[config.mk]
export PLATFORM = sky130hd
export DESIGN_NAME = cvez_arbiter
export DESIGN_NICKNAME = d
export VERILOG_FILES = /design/src/rtl/cvez_arbiter.sv
export SDC_FILE = /design/constraint.sdc
export NUM_CORES = 1
export LEC_CHECK = 0
export CORE_MARGIN = 4
export CORE_UTILIZATION = 45
export CTS_CLUSTER_DIAMETER = 150
export DETAILED_ROUTE_END_ITERATION = 8
export DONT_BUFFER_PORTS = 1
export SKIP_LAST_GASP = 1
export SYNTH_ARGS = -nofsm -noshare
export SYNTH_HDL_FRONTEND = slang
export SYNTH_SLANG_ARGS = --single-unit
[constraint.sdc]
create_clock -name CLK -period 2.6 [get_ports CLK]
set_clock_uncertainty 0.15 [all_clocks]
set_input_delay 0.39 -clock CLK [delete_from_list [all_inputs] [get_ports CLK]]
set_output_delay 0.39 -clock CLK [all_outputs]
set_load 0.02 [all_outputs]
[src/rtl/cvez_arbiter.sv]
// cvez_arbiter: round-robin scheduler for the shared up/down counter Cvez.
// Each requester may queue one inc/dec request. Ops go to the counter one
// at a time as registered Sm/Rs strobes. A shadow copy tracks the count.
// Optional build macro CVEZ_ARB_SAT_EN: saturate at MAX_VAL/MIN_VAL
// instead of wrapping, and report suppressed ops on sat.
module cvez_arbiter #(
    parameter int unsigned N_REQ    = 4,
    parameter int unsigned WIDTH    = 2,
    parameter int unsigned MAX_VAL  = 3,
    parameter int unsigned MIN_VAL  = 0,
    parameter int unsigned COOLDOWN = 2
) (
    input  logic             CLK,
    input  logic             Rst,
    input  logic [N_REQ-1:0] req_inc,
    input  logic [N_REQ-1:0] req_dec,
    output logic             Sm,
    output logic             Rs,
    output logic [N_REQ-1:0] grant,
    output logic             sat,
    output logic             drop,
    output logic [WIDTH-1:0] shadow,
    output logic             busy
);

    localparam int unsigned PW = (N_REQ > 1) ? $clog2(N_REQ) : 1;
`ifdef CVEZ_ARB_SAT_EN
    localparam logic [WIDTH-1:0] MAXV = WIDTH'(MAX_VAL);
    localparam logic [WIDTH-1:0] MINV = WIDTH'(MIN_VAL);
`endif

    typedef enum logic [1:0] {IDLE, ISSUE, COOL} state_t;

    state_t           state;
    logic [N_REQ-1:0] pend_v;
    logic [N_REQ-1:0] pend_d;
    logic [N_REQ-1:0] pend_v_nxt;
    logic [N_REQ-1:0] pend_d_nxt;
    logic             drop_nxt;
    logic [PW-1:0]    ptr;
    logic [PW-1:0]    idx;
    logic [PW-1:0]    pick;
    logic             hit;
    logic             consume;
    logic             suppress;
    logic [3:0]       cool_cnt;

    assign consume = (state == IDLE) && hit;
    assign busy    = (|pend_v) || (state != IDLE);

    // Round-robin search of pending requests, starting at the pointer.
    always_comb begin
        idx  = '0;
        hit  = 1'b0;
        pick = '0;
        for (int unsigned j = 0; j < N_REQ; j++) begin
            idx = PW'((32'(ptr) + j) % N_REQ);
            if (!hit && pend_v[idx]) begin
                hit  = 1'b1;
                pick = idx;
            end
        end
    end

    // Decide whether the selected op would push the count past a limit.
    always_comb begin
        suppress = 1'b0;
`ifdef CVEZ_ARB_SAT_EN
        if (hit) begin
            suppress = pend_d[pick] ? (shadow == MAXV) : (shadow == MINV);
        end
`endif
    end

    // Next pending flags: grant clears first, so a same-cycle request re-latches.
    always_comb begin
        pend_v_nxt = pend_v;
        pend_d_nxt = pend_d;
        drop_nxt   = 1'b0;
        if (consume) begin
            pend_v_nxt[pick] = 1'b0;
        end
        for (int unsigned i = 0; i < N_REQ; i++) begin
            if (req_inc[i] && req_dec[i]) begin
                drop_nxt = 1'b1;
            end else if (req_inc[i] || req_dec[i]) begin
                if (pend_v[i] && !(consume && (32'(pick) == i))) begin
                    drop_nxt = 1'b1;
                end else begin
                    pend_v_nxt[i] = 1'b1;
                    pend_d_nxt[i] = req_inc[i];
                end
            end
        end
    end

    // Pending request latch and drop pulse.
    always_ff @(posedge CLK) begin
        if (Rst) begin
            pend_v <= '0;
            pend_d <= '0;
            drop   <= 1'b0;
        end else begin
            pend_v <= pend_v_nxt;
            pend_d <= pend_d_nxt;
            drop   <= drop_nxt;
        end
    end

    // Arbitration FSM with registered strobes and shadow count.
    always_ff @(posedge CLK) begin
        if (Rst) begin
            state    <= IDLE;
            ptr      <= '0;
            cool_cnt <= '0;
            Sm       <= 1'b0;
            Rs       <= 1'b0;
            grant    <= '0;
            sat      <= 1'b0;
            shadow   <= '0;
        end else begin
            Sm    <= 1'b0;
            Rs    <= 1'b0;
            grant <= '0;
            sat   <= 1'b0;
            case (state)
                IDLE: begin
                    if (hit) begin
                        grant <= N_REQ'(1) << pick;
                        sat   <= suppress;
                        Sm    <= !suppress && pend_d[pick];
                        Rs    <= !suppress && !pend_d[pick];
                        ptr   <= PW'((32'(pick) + 32'd1) % N_REQ);
                        state <= ISSUE;
                    end
                end
                ISSUE: begin
                    if (Sm) begin
                        shadow <= shadow + WIDTH'(1);
                    end else if (Rs) begin
                        shadow <= shadow - WIDTH'(1);
                    end
                    if (COOLDOWN > 0) begin
                        cool_cnt <= 4'(COOLDOWN);
                        state    <= COOL;
                    end else begin
                        state <= IDLE;
                    end
                end
                COOL: begin
                    if (cool_cnt <= 4'd1) begin
                        state <= IDLE;
                    end else begin
                        cool_cnt <= cool_cnt - 4'd1;
                    end
                end
                default: state <= IDLE;
            endcase
        end
    end

endmodule

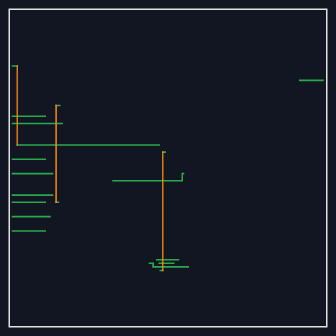
(run_1/wires.png)
Two of the layers only.
- green: metal 3 (wire length 120 µm)
- orange: metal 4 (wire length 55.8 µm)

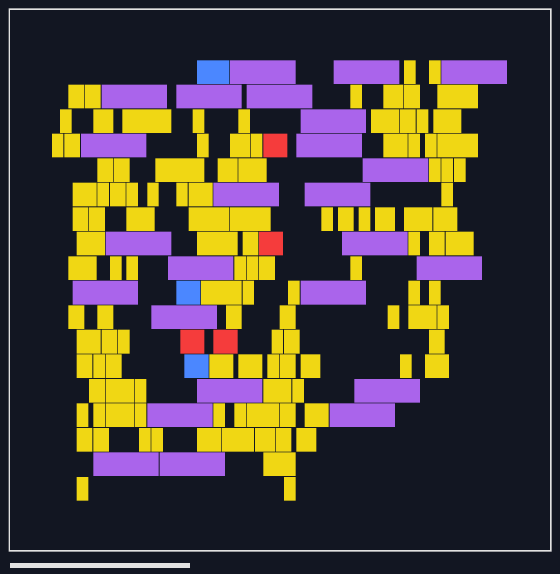
(run_1/placement_by_type.png)
The bar under the picture is 20 µm long.
- yellow: combinational and other logic (cells 120; share of their area 56%)
- blue: other buffers and delay cells (cells 3; share of their area 2.0%)
- purple: flops (cells 25; share of their area 40%)
- red: clock drivers and dummy loads (cells 4; share of their area 2.4%)
area of the core region: 2520 µm²
summed area of non-filler cells in the final layout: 1290 µm²
share of cell area taken by flip-flops and latches: 38.8%

==> flow_metrics.rpt, run 1 <==
=== SYNTHESIS / PLACE & ROUTE SUMMARY ===
----------------------------------------------------
[Critical path]
  Sum of buffers and inverters on the critical path ........................ 1
  Highest cell delay on the worst timing path ........................ 0.46 ns
  Top fanout value on the critical path ........................ 6
  Worst path top cell family by delay ........................ AND-OR/OR-AND gates
  Required time at the worst-slack endpoint ........................ 2.71 ns

[Layout]
  Combinational Gates ........................ 108
  Filler instances ........................ ~260
  Fraction of final layout cells sized beyond drive strength 1 ........................ 6.58%
  Filler-free cell count of the finished design ........................ approximately 180
  Logic area ........................ 651 µm²
  Register area ........................ 500 µm²
  ClkCell Share ........................ 2.33%

[Clocking]
  CTS resizes ........................ 0
  Number of buffers inserted during clock tree synthesis ........................ 3
  # Post-CTS Setup Buffers ........................ 0
  Maximum count of clock buffers along a single path ........................ 2
  Root cell of the clock tree ........................ clkbuf_4

[Timing]
  Setup repair after global routing missed its margin ........................ false
  Final-report max-slew violation count ........................ 0
  Worst slack on hold paths ........................ 0.0545 ns
  Shortest clock period the worst path allows after layout ........................ between 2 and 2.5 ns
  Aggregate negative setup slack ........................ 0 ns
  Setup ws final ........................ 0.208 ns

[Global route]
  Via count of the first global-routing pass ........................ 956
  Global-route total usage across every layer ........................ between 10% and 20%
  Overflow left after global routing ........................ 0

[Synthesis]
  Area fraction in compound gates after synthesis ........................ around a fifth
  Synth area leaders ........................ dfxtp_1 (41%), nor2_1 (9.3%), ha_1 (6.2%)
  Share of synthesized area occupied by flip-flops and latches ........................ between 40% and 50%
  Per-instance average area after synthesis ........................ 8.20 µm²
  XOR-XNOR Cells, Area Fraction ........................ about 5%
  Post-synthesis async set-or-reset flop share ........................ 0%
  Library cell with the largest summed area after synthesis ........................ dfxtp_1

[Status]
  Run status ........................ finished clean

[Drt]
  Number of iterations in the first detailed-routing pass ........................ 4
  Tally of nets with antenna violations remaining after routing ........................ 0
  DR vias ........................ 1002

[Placed design]
  Inst Count DP ........................ 177
  Placed Instance Area ........................ about 1300 µm²

[Floorplan]
  Well-tap cell count ........................ 30

[Flow run]
  Tool warnings ........................ 30

[Power]
  Worst vdd ir ........................ between 300 and 400 µV

----------------------------------------------------
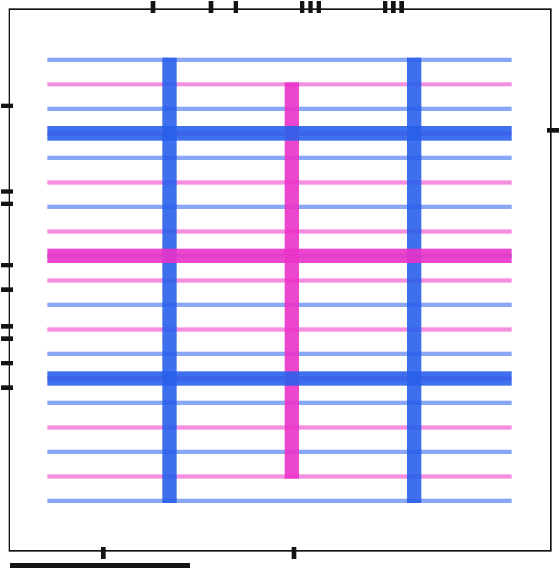
(run_1/power_grid.png)
The bar under the picture is 20 µm long. Pins as bars on the die edge.
- blue: VSS
- magenta: VDD
- signal pins: 21
- met1 rails: 19
- rows: 18
- met5 straps: 3

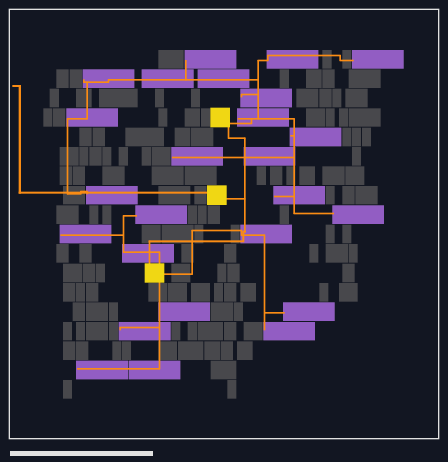
(run_1/clk_routes.png)
The bar under the picture is 20 µm long.
- purple: flip-flops (count 25)
- orange: clock wires (length 305 µm)
- yellow: clock drivers (count 3)
- routed clock nets: 4
clock network power: 0.178 mW
fraction of power consumed by the clock network: 19.5%
insertion delay of the later-clocked pin in the worst-skew pair: 0.33 ns

==> run 1: layer usage <==
layer / vias to the layer above / part of all wire (%) / track usage [%] / wire length [µm]
li1: 511 / - / - / -
met1: 462 / 42 / 15.5 / 1060
met2: 23 / 51 / 28.1 / 1290
met3: 6 / 4.7 / 4.97 / 119
met4: 0 / 2.2 / 7.59 / 55
met5: - / 0 / 0 / 0
==> run 1: path summary, 6_finish.rpt <==
kind         startpoint   endpoint  slack (ns)  cells after the start
min          req_inc[0]  pend_d[0]        0.05                      2
max              ptr[1]       drop        0.21                      9
min reg2reg   pend_d[0]  pend_d[0]        0.36                      2
max reg2reg      ptr[1]       drop        0.21                      9
==> run 1: power by group <==
part | switching [mW] | internal [mW]
logic | 0.141 | 0.0996
clock network | 0.120 | 0.0589
registers | 0.0665 | 0.430
==> run_1/placement.png <==
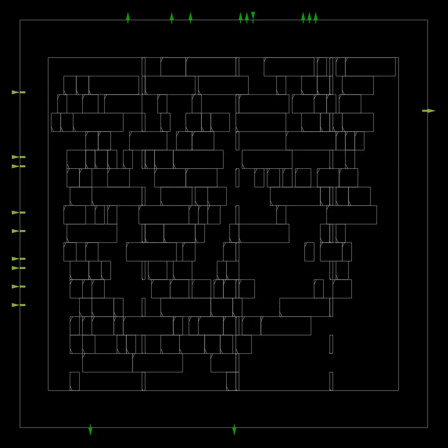

## Run 2: what changed since run 1
--- a/config.mk
+++ b/config.mk
@@ -5,11 +5,11 @@
 export SDC_FILE = /design/constraint.sdc
 export NUM_CORES = 1
 export LEC_CHECK = 0
-export CORE_MARGIN = 4
 export CORE_UTILIZATION = 45
 export CTS_CLUSTER_DIAMETER = 150
 export DETAILED_ROUTE_END_ITERATION = 8
 export DONT_BUFFER_PORTS = 1
+export PLACE_DENSITY_LB_ADDON = 0.3
 export SKIP_LAST_GASP = 1
 export SYNTH_ARGS = -nofsm -noshare
 export SYNTH_HDL_FRONTEND = slang
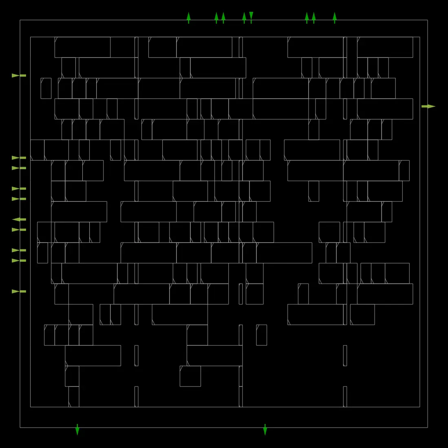
(run_2/placement.png)
final cell utilization of the core: 51.4%
flip-flop and latch count: 25
filler-free cell count of the finished design: 183

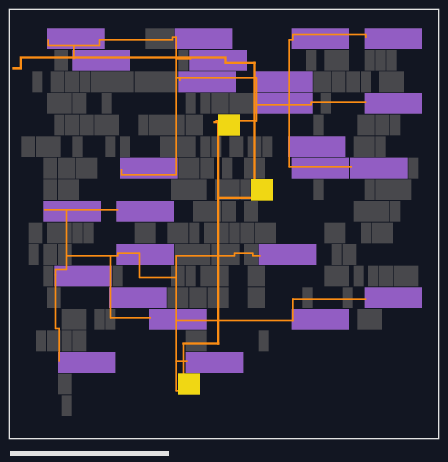
(run_2/clk_routes.png)
The bar under the picture is 20 µm long.
- yellow: clock drivers (count 3)
- orange: clock wires (length 327 µm)
- purple: flip-flops (count 25)
- routed clock nets: 4
- flops lie: spread over the die
clock network power: 0.179 mW

==> run 2 against run 1 <==
Against the previous run:
- routed wire length fell by 1.9%
- global-route usage up 3.4 points
- largest cell class unchanged
- cell count increased by 0.55%
- critical path depth rose by 1
- core utilization rose by 0.20 points
- synthesized area stayed put
- combinational power about the same
- first-iteration DRC count fell by 63%
==> flow_metrics.rpt, run 2 <==
=== SYNTHESIS / PLACE & ROUTE SUMMARY ===
----------------------------------------------------
[Floorplan]
  Well-tap cell count ........................ 30 (unchanged)
  Area of the core region ........................ 2520 µm² (unchanged)

[Drt]
  M1 wire length ........................ 1070 µm (+1.4%)
  Number of iterations in the first detailed-routing pass ........................ 4 (unchanged)
  Highest signal layer in the routed design ........................ met4

[Synthesis]
  Share of synthesized area occupied by flip-flops and latches ........................ 41.2% (unchanged)
  Post-synthesis async set-or-reset flop share ........................ 0% (unchanged)
  Per-instance average area after synthesis ........................ 8.20 µm² (unchanged)
  Library cell with the largest summed area after synthesis ........................ dfxtp_1

[Global route]
  Met1 capacity usage during global routing ........................ 20.6% (+5.1 points)
  Via count of the first global-routing pass ........................ 926 (-3.1%)
  Layer with the highest usage after global routing ........................ met2
  Met3 track demand over resource in global routing ........................ 5.08% (+0.12 points)
  Overflow left after global routing ........................ 0 (unchanged)

[Power]
  Proportion of power drawn by flip-flops and latches ........................ 54.0% (-0.2 points)
  Comb power frac ........................ 26.6% (+0.3 points)
  Fraction of power consumed by the clock network ........................ 19.5% (about the same)
  Fraction of power spent switching nets ........................ 35.6% (-0.11 points)
  Biggest power consumer among the groups ........................ sequential cells
  Internal power component ........................ 0.592 mW (+0.51%)

[Timing]
  Aggregate negative setup slack ........................ 0 ns (unchanged)
  Final-report max-slew violation count ........................ 0 (unchanged)
  Setup repair after global routing missed its margin ........................ false

[Critical path]
  Flop2flop setup slack ........................ 0.35 ns (+0.14 ns)
  Capture point of the critical path ........................ drop
  RR Endpoint ........................ drop
  Required time at the worst-slack endpoint ........................ 2.65 ns (-0.06 ns)
  Cell depth of the worst flop-to-flop path ........................ 10 (+1)

[Status]
  Run status ........................ finished clean

[Flow run]
  Tool warnings ........................ 30 (unchanged)

[Layout]
  Fraction of final layout cells sized beyond drive strength 1 ........................ 7.19% (+0.61 points)
  Register area ........................ 500 µm² (unchanged)
  ClkCell Share ........................ 2.12% (-0.20 points)
  Logic area ........................ 651 µm² (unchanged)
  Filler instances ........................ 252 (-2.7%)
  Combinational Gates ........................ 108 (unchanged)

[Clocking]
  Maximum count of clock buffers along a single path ........................ 2 (unchanged)
  Insertion delay of the later-clocked pin in the worst-skew pair ........................ 0.33 ns (about the same)

[Min path]
  Worst Hold Path EP ........................ pend_d[2]
  Hold wc startpoint ........................ req_inc[2]
  Number of cells traversed by the worst hold path ........................ 2 (unchanged)

[Placed design]
  Placed Instance Area ........................ 1260 µm² (+0.60%)

----------------------------------------------------
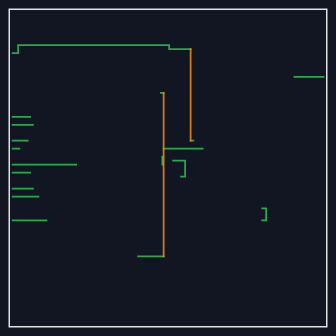
(run_2/wires.png)
Two of the layers only.
- orange: metal 4 (wire length 43.5 µm)
- green: metal 3 (wire length 96.7 µm)
DR vias: 996
global-route total usage across every layer: 18.8%

run 2: cell families after synthesis:
| logic type | share of synthesized area [%] |
|---|---|
| AND/OR/NAND/NOR | 17.7 |
| other | 0.309 |
| AND-OR/OR-AND | 20.2 |
| adder cells (fa/ha/maj) | 6.19 |
| flip-flops | 41.2 |
| multiplexers | 4.12 |
| buffers and inverters | 5.16 |
| XOR/XNOR | 5.05 |
run 2: critical path, cell delays in order (launching register included):
cell and delay, ns:
dfxtp_1 0.47, mux2i_1 0.22, o32ai_1 0.12, nor2_1 0.15, buf_4 0.15, ha_1 0.15, a21boi_0 0.09, buf_4 0.18
o21ai_0 0.18, and4_1 0.21, a31oi_1 0.07
## Run 3: what changed since run 2
--- a/config.mk
+++ b/config.mk
@@ -9,6 +9,7 @@
 export CTS_CLUSTER_DIAMETER = 150
 export DETAILED_ROUTE_END_ITERATION = 8
 export DONT_BUFFER_PORTS = 1
+export MAX_ROUTING_LAYER = met4
 export PLACE_DENSITY_LB_ADDON = 0.3
 export SKIP_LAST_GASP = 1
 export SYNTH_ARGS = -nofsm -noshare
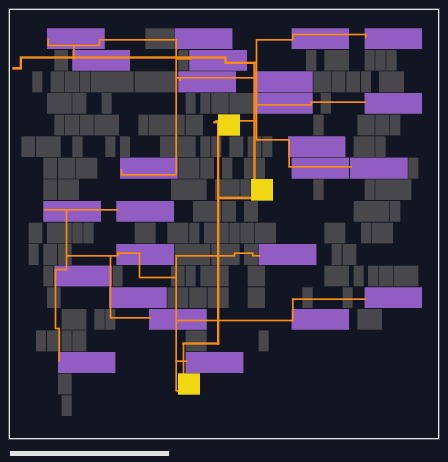
(run_3/clk_routes.png)
The bar under the picture is 20 µm long.
- orange: clock wires (length 329 µm)
- yellow: clock drivers (count 3)
- purple: flip-flops (count 25)
- flops lie: spread over the die

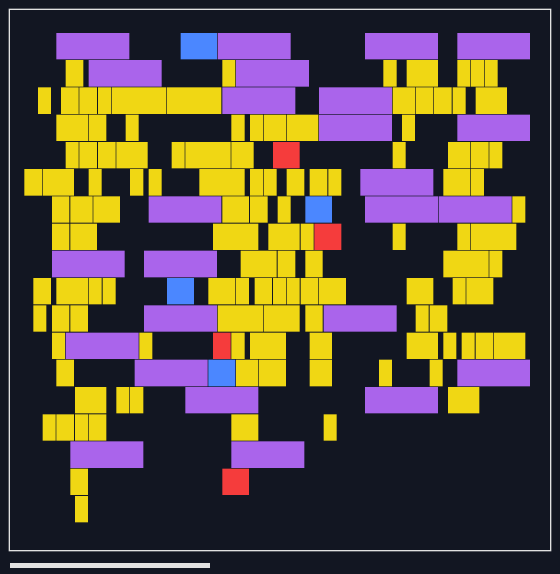
(run_3/placement_by_type.png)
The bar under the picture is 20 µm long.
- purple: flops (cells 25; share of their area 40%)
- blue: other buffers and delay cells (cells 4; share of their area 2.6%)
- yellow: combinational and other logic (cells 120; share of their area 55%)
- red: clock drivers and dummy loads (cells 4; share of their area 2.2%)

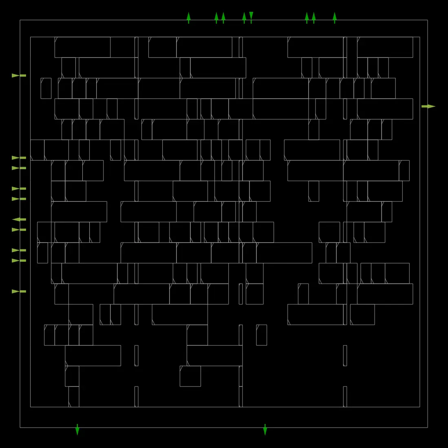
(run_3/placement.png)
share of cell area taken by flip-flops and latches: 38.6%
filler instances: 252

==> run 3 against run 2 <==
Against the previous run:
- critical path depth stayed put
- non-clock buffer count unchanged
- synthesized cell count unchanged
- final area unchanged
- sequential share of layout area unchanged
- core utilization unchanged
- sequential cell count is the same
- via count up 0.20%
- setup slack barely moved
- critical endpoint unchanged
- largest cell class unchanged
==> flow_metrics.rpt, run 3 <==
=== SYNTHESIS / PLACE & ROUTE SUMMARY ===
----------------------------------------------------
[Power]
  Clock network power ........................ 0.181 mW (about the same)
  Biggest power consumer among the groups ........................ sequential cells
  Internal power component ........................ 0.592 mW (about the same)
  Fraction of power spent switching nets ........................ 35.8% (+0.14 points)
  Comb power frac ........................ 26.5% (about the same)

[Critical path]
  Flop2flop setup slack ........................ 0.35 ns (about the same)
  Required time at the worst-slack endpoint ........................ 2.65 ns (about the same)
  Capture point of the critical path ........................ drop
  Cells traversed along the worst timing path ........................ mux2i_1 -> o32ai_1 -> nor2_1 -> buf_4 -> ha_1 -> a21boi_0 -> buf_4 -> o21ai_0 -> and4_1 -> a31oi_1
  Total stage count of the critical path ........................ 10 (unchanged)
  Critical Path Most Common Cell ........................ buf_4
  Sum of buffers and inverters on the critical path ........................ 2 (unchanged)
  Worst path top cell family by delay ........................ flip-flops
  Library cell contributing the largest single delay on the critical path ........................ dfxtp_1
  RR Endpoint ........................ drop

[Clocking]
  Maximum count of clock buffers along a single path ........................ 2 (unchanged)
  Insertion delay of the later-clocked pin in the worst-skew pair ........................ 0.33 ns (about the same)

[Synthesis]
  Library cell with the largest summed area after synthesis ........................ dfxtp_1
  Share of synthesized area occupied by flip-flops and latches ........................ 41.2% (unchanged)

[Layout]
  ClkCell Share ........................ 2.12% (unchanged)
  Logic area ........................ 651 µm² (unchanged)
  Filler-free cell count of the finished design ........................ 183 (unchanged)
  Register area ........................ 500 µm² (unchanged)

[Global route]
  Overflow left after global routing ........................ 0 (unchanged)
  Global-route total usage across every layer ........................ 19.4% (+0.55 points)
  Layer with the highest usage after global routing ........................ met2

[Min path]
  Number of cells traversed by the worst hold path ........................ 2 (unchanged)

[Drt]
  M1 wire length ........................ 1110 µm (+3.4%)
  DR vias ........................ 998 (+0.20%)

[Status]
  Run status ........................ finished clean

[Timing]
  Final-report max-slew violation count ........................ 0 (unchanged)

[Floorplan]
  Well-tap cell count ........................ 30 (unchanged)

[Placed design]
  Placed Instance Area ........................ 1260 µm² (unchanged)

----------------------------------------------------
[run 3: kinds of logic (layout without fill, tap and decap cells)]
group           count (synthesis)  after routing  share of synthesized area, %
compound gates                 40             40                          20.2
xor+xnor                        7              7                          5.05
simple gates                   50             50                          17.7
buf+inv                        15             20                          5.16
mux                             4              4                          4.12
other cells                     1              1                         0.309
flops                          25             25                          41.2
fa+ha+maj                       6              6                          6.19
[run 3: worst min path at each step]
stage | startpoint | endpoint
after floorplan | pend_d[2] | pend_d[2]
after global placement | Rst | drop
after detailed placement | Rst | pend_d[2]
after CTS | req_inc[2] | pend_d[2]
after global routing | req_inc[2] | pend_d[2]
final | req_inc[2] | pend_d[2]
[run 3: timing repair]
action                                 CTS  global route
buffers inserted                         0             0
setup endpoints to repair                0             1
endpoints found under the hold margin   19             0
gates resized                            0             1
hold buffers                             1             0
Power and IR drop assume default switching activity.
